===== config.mk =====
export PLATFORM = sky130hd
export DESIGN_NAME = loop_gear_controller
export DESIGN_NICKNAME = d
export VERILOG_FILES = /design/src/rtl/loop_gear_controller.sv
export SDC_FILE = /design/constraint.sdc
export NUM_CORES = 1
export LEC_CHECK = 0
export CORE_MARGIN = 8
export CORE_UTILIZATION = 45
export DETAILED_ROUTE_END_ITERATION = 12
export MAX_ROUTING_LAYER = met4
export PLACE_DENSITY = 0.66
export SLEW_MARGIN = 5
export SYNTH_ARGS = -nofsm -noshare
export SYNTH_HDL_FRONTEND = slang
export SYNTH_SLANG_ARGS = --single-unit

===== constraint.sdc =====
create_clock -name clk_i -period 2.7 [get_ports clk_i]
set_input_delay 0.405 -clock clk_i [delete_from_list [all_inputs] [get_ports clk_i]]
set_output_delay 0.405 -clock clk_i [all_outputs]
set_load 0.005 [all_outputs]

===== src/rtl/loop_gear_controller.sv =====
// Loop-filter bandwidth scheduler for the digital PLL.
// The controller counts loop-filter shift pulses over fixed measurement
// windows. As the loop settles it steps the K-counter modulus gear from
// widest to narrowest, and it declares lock at the last gear. A noisy window
// while tracking clears the filter and restarts acquisition.
//
//   state   | meaning
//   --------+-----------------------------------------------------------
//   IDLE    | disabled; gear 0, unlocked, counters held at zero
//   ACQUIRE | measuring windows; quiet runs step the gear toward narrow
//   TRACK   | locked at narrowest gear; a noisy window means loss of lock
//   LOST    | single cycle; clears the loop filter, then re-acquires
module loop_gear_controller #(
   parameter int WINDOW_W      = 8,
   parameter int CNT_W         = 8,
   parameter int MAX_GEAR      = 3,
   parameter int LOCK_THRESH   = 2,
   parameter int UNLOCK_THRESH = 8,
   parameter int LOCK_WINDOWS  = 4,
   localparam int GW = (MAX_GEAR > 0) ? $clog2(MAX_GEAR + 1) : 1
) (
   input  logic          clk_i,
   input  logic          reset_i,
   input  logic          enable_i,
   input  logic          positiveShift_i,
   input  logic          negativeShift_i,
   output logic [GW-1:0] gear_o,
   output logic          filterClear_o,
   output logic          locked_o,
   output logic [1:0]    state_o
);

   localparam int QW = (LOCK_WINDOWS > 0) ? $clog2(LOCK_WINDOWS + 1) : 1;

   typedef enum logic [1:0] {
      IDLE    = 2'd0,
      ACQUIRE = 2'd1,
      TRACK   = 2'd2,
      LOST    = 2'd3
   } gearState_e;

   gearState_e          state;
   gearState_e          stateNext;
   logic [WINDOW_W-1:0] windowCnt;
   logic [WINDOW_W-1:0] windowCntNext;
   logic [CNT_W-1:0]    shiftTotal;
   logic [CNT_W-1:0]    shiftTotalNext;
   logic [QW-1:0]       quietRun;
   logic [QW-1:0]       quietRunNext;
   logic [GW-1:0]       gearNext;
   logic                filterClearNext;
   logic                lockedNext;

   logic [CNT_W:0]      shiftSum;
   logic [CNT_W-1:0]    totalNow;
   logic                running;
   logic                windowEnd;
   logic                windowQuiet;
   logic                windowNoisy;
   logic                quietRunDone;
   logic                stepGear;

   // Window measurement: this cycle's pulses are folded into the judged total
   // so a pulse landing exactly on the window end still counts.
   always_comb begin
      running      = (state == ACQUIRE) || (state == TRACK);
      windowEnd    = running && (windowCnt == '1);
      shiftSum     = {1'b0, shiftTotal}
                   + (CNT_W + 1)'(positiveShift_i)
                   + (CNT_W + 1)'(negativeShift_i);
      totalNow     = shiftSum[CNT_W] ? '1 : shiftSum[CNT_W-1:0];
      windowQuiet  = int'(totalNow) <= LOCK_THRESH;
      windowNoisy  = int'(totalNow) > UNLOCK_THRESH;
      quietRunDone = (int'(quietRun) + 1) == LOCK_WINDOWS;
   end

   // Next-state decision and registered output values; enable low overrides
   // every transition except staying in IDLE.
   always_comb begin
      stateNext = state;
      stepGear  = 1'b0;
      case (state)
         IDLE: begin
            if (enable_i) stateNext = ACQUIRE;
         end
         ACQUIRE: begin
            if (windowEnd && windowQuiet && quietRunDone) begin
               if (int'(gear_o) < MAX_GEAR) stepGear  = 1'b1;
               else                         stateNext = TRACK;
            end
         end
         TRACK: begin
            if (windowEnd && windowNoisy) stateNext = LOST;
         end
         LOST: begin
            stateNext = ACQUIRE;
         end
         default: begin
            stateNext = IDLE;
         end
      endcase
      if (!enable_i && (state != IDLE)) begin
         stateNext = IDLE;
         stepGear  = 1'b0;
      end

      gearNext = '0;
      if ((stateNext == ACQUIRE) || (stateNext == TRACK))
         gearNext = stepGear ? gear_o + 1'b1 : gear_o;
      filterClearNext = ((state == IDLE) && (stateNext == ACQUIRE))
                      || (stateNext == LOST);
      lockedNext      = (stateNext == TRACK);
   end

   // Window, shift and quiet-run counters; every state change restarts them.
   always_comb begin
      windowCntNext  = '0;
      shiftTotalNext = '0;
      quietRunNext   = '0;
      if (running && (stateNext == state)) begin
         windowCntNext  = windowCnt + 1'b1;
         shiftTotalNext = windowEnd ? '0 : totalNow;
         quietRunNext   = quietRun;
         if (windowEnd) begin
            if (!windowQuiet || stepGear) quietRunNext = '0;
            else if (quietRun != '1)      quietRunNext = quietRun + 1'b1;
         end
      end
   end

   // State, counter and output registers.
   always_ff @(posedge clk_i or posedge reset_i) begin
      if (reset_i) begin
         state         <= IDLE;
         windowCnt     <= '0;
         shiftTotal    <= '0;
         quietRun      <= '0;
         gear_o        <= '0;
         filterClear_o <= 1'b0;
         locked_o      <= 1'b0;
      end else begin
         state         <= stateNext;
         windowCnt     <= windowCntNext;
         shiftTotal    <= shiftTotalNext;
         quietRun      <= quietRunNext;
         gear_o        <= gearNext;
         filterClear_o <= filterClearNext;
         locked_o      <= lockedNext;
      end
   end

   assign state_o = state;

endmodule


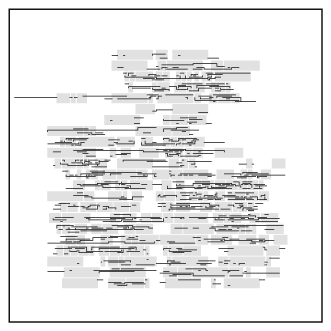
**Above:** M1 wires.
Drawn at 4 px/um. Cells faint in the background.
main direction	horizontal
longest straight run	22.5 um
share of all routed wire	44%

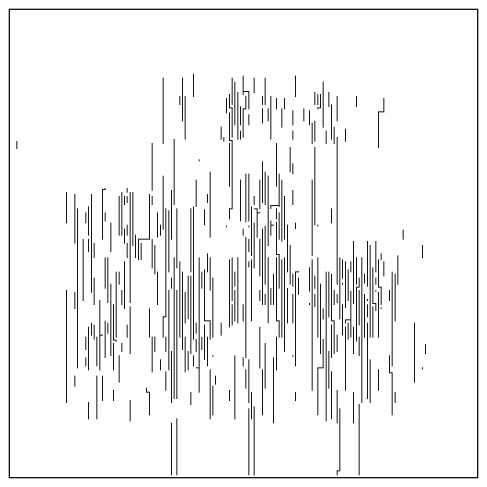
**Above:** signal wires on met2.
Drawn at 6 px/um.
nets with wire on the layer	202
main direction	vertical
wire length on this layer	1,870 um
longest straight run	26.5 um

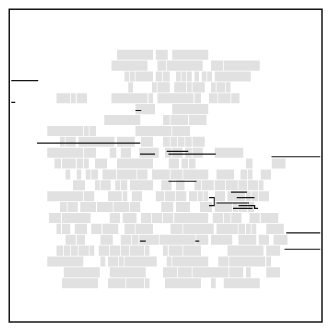
**Above:** signal wires on met3.
Drawn at 4 px/um. Cells faint in the background.
nets with wire on the layer	15
main direction	horizontal
longest straight run	25.5 um
DR vias: 1,449
GRT met3 Usage: 1.96%

==> run summary <==
Number of synthesized register bits: 25
Part of the total power dissipated in the clock network: 16.2%
GR Overflow Total: 0
Clock skew after layout: 0.00240 ns
First-pass GRT wire length: 6180 um
Internal power: 0.000875 W
Fraction of layout cells with a size suffix above 1: 28.4%
Seq pwr share: 31.9%
Count of non-CTS inverters in the layout: 15
Detailed Route WL: 3650 um
Hold slack final: 0.473 ns
Count of standard-cell rows: 22
Power of the clock network: 0.000226 W
Result of the run: finished, final reports clean
Synthesis-to-finish area growth: 28.2%
Dominant combinational family: simple AND/OR/NAND/NOR gates
Total met2 wirelength after detailed routing: 1870 um
Non-Filler Instances: 266
Required time at the worst-slack endpoint: 2.86 ns
Multi-input gates: 137
Clock buffer depth: 2
Post-DRT Antenna Nets: 0
==> flip-flops by register name, indices dropped and copies added (netlist names) <==
| register | cells |
|---|---|
| shiftTotal | 8 |
| windowCnt | 8 |
| quietRun | 3 |
| gear_o | 2 |
| state_o | 2 |
| filterClear_o | 1 |
| locked_o | 1 |
==> synthesized netlist by cell type, types with 2 or more instances <==
master | n | share of area, %
sky130_fd_sc_hd__xnor2_1 | 7 | 3.6
sky130_fd_sc_hd__nand2b_1 | 3 | 1.1
sky130_fd_sc_hd__inv_1 | 15 | 3.3
sky130_fd_sc_hd__nand3b_1 | 3 | 1.3
sky130_fd_sc_hd__ha_1 | 14 | 10
sky130_fd_sc_hd__mux2i_1 | 2 | 1.2
sky130_fd_sc_hd__a311oi_1 | 2 | 1.0
sky130_fd_sc_hd__and3_1 | 2 | 0.73
sky130_fd_sc_hd__nand4_1 | 3 | 1.1
sky130_fd_sc_hd__a21oi_1 | 8 | 2.3
sky130_fd_sc_hd__a21oi_2 | 2 | 1.0
sky130_fd_sc_hd__buf_6 | 2 | 1.3
sky130_fd_sc_hd__dfrtp_1 | 25 | 36
sky130_fd_sc_hd__or3_4 | 2 | 1.3
sky130_fd_sc_hd__nor2_1 | 21 | 4.6
sky130_fd_sc_hd__nor4b_1 | 2 | 1.0
sky130_fd_sc_hd__xor2_1 | 3 | 1.5
sky130_fd_sc_hd__nand3_1 | 10 | 2.9
sky130_fd_sc_hd__nor3b_1 | 2 | 0.87
sky130_fd_sc_hd__nand2_1 | 7 | 1.5
sky130_fd_sc_hd__a31oi_1 | 4 | 1.5
sky130_fd_sc_hd__o21ai_0 | 5 | 1.5
sky130_fd_sc_hd__buf_4 | 2 | 0.87
sky130_fd_sc_hd__nor3_1 | 9 | 2.6
No activity file was given, so power comes from the tool's default toggle rates.
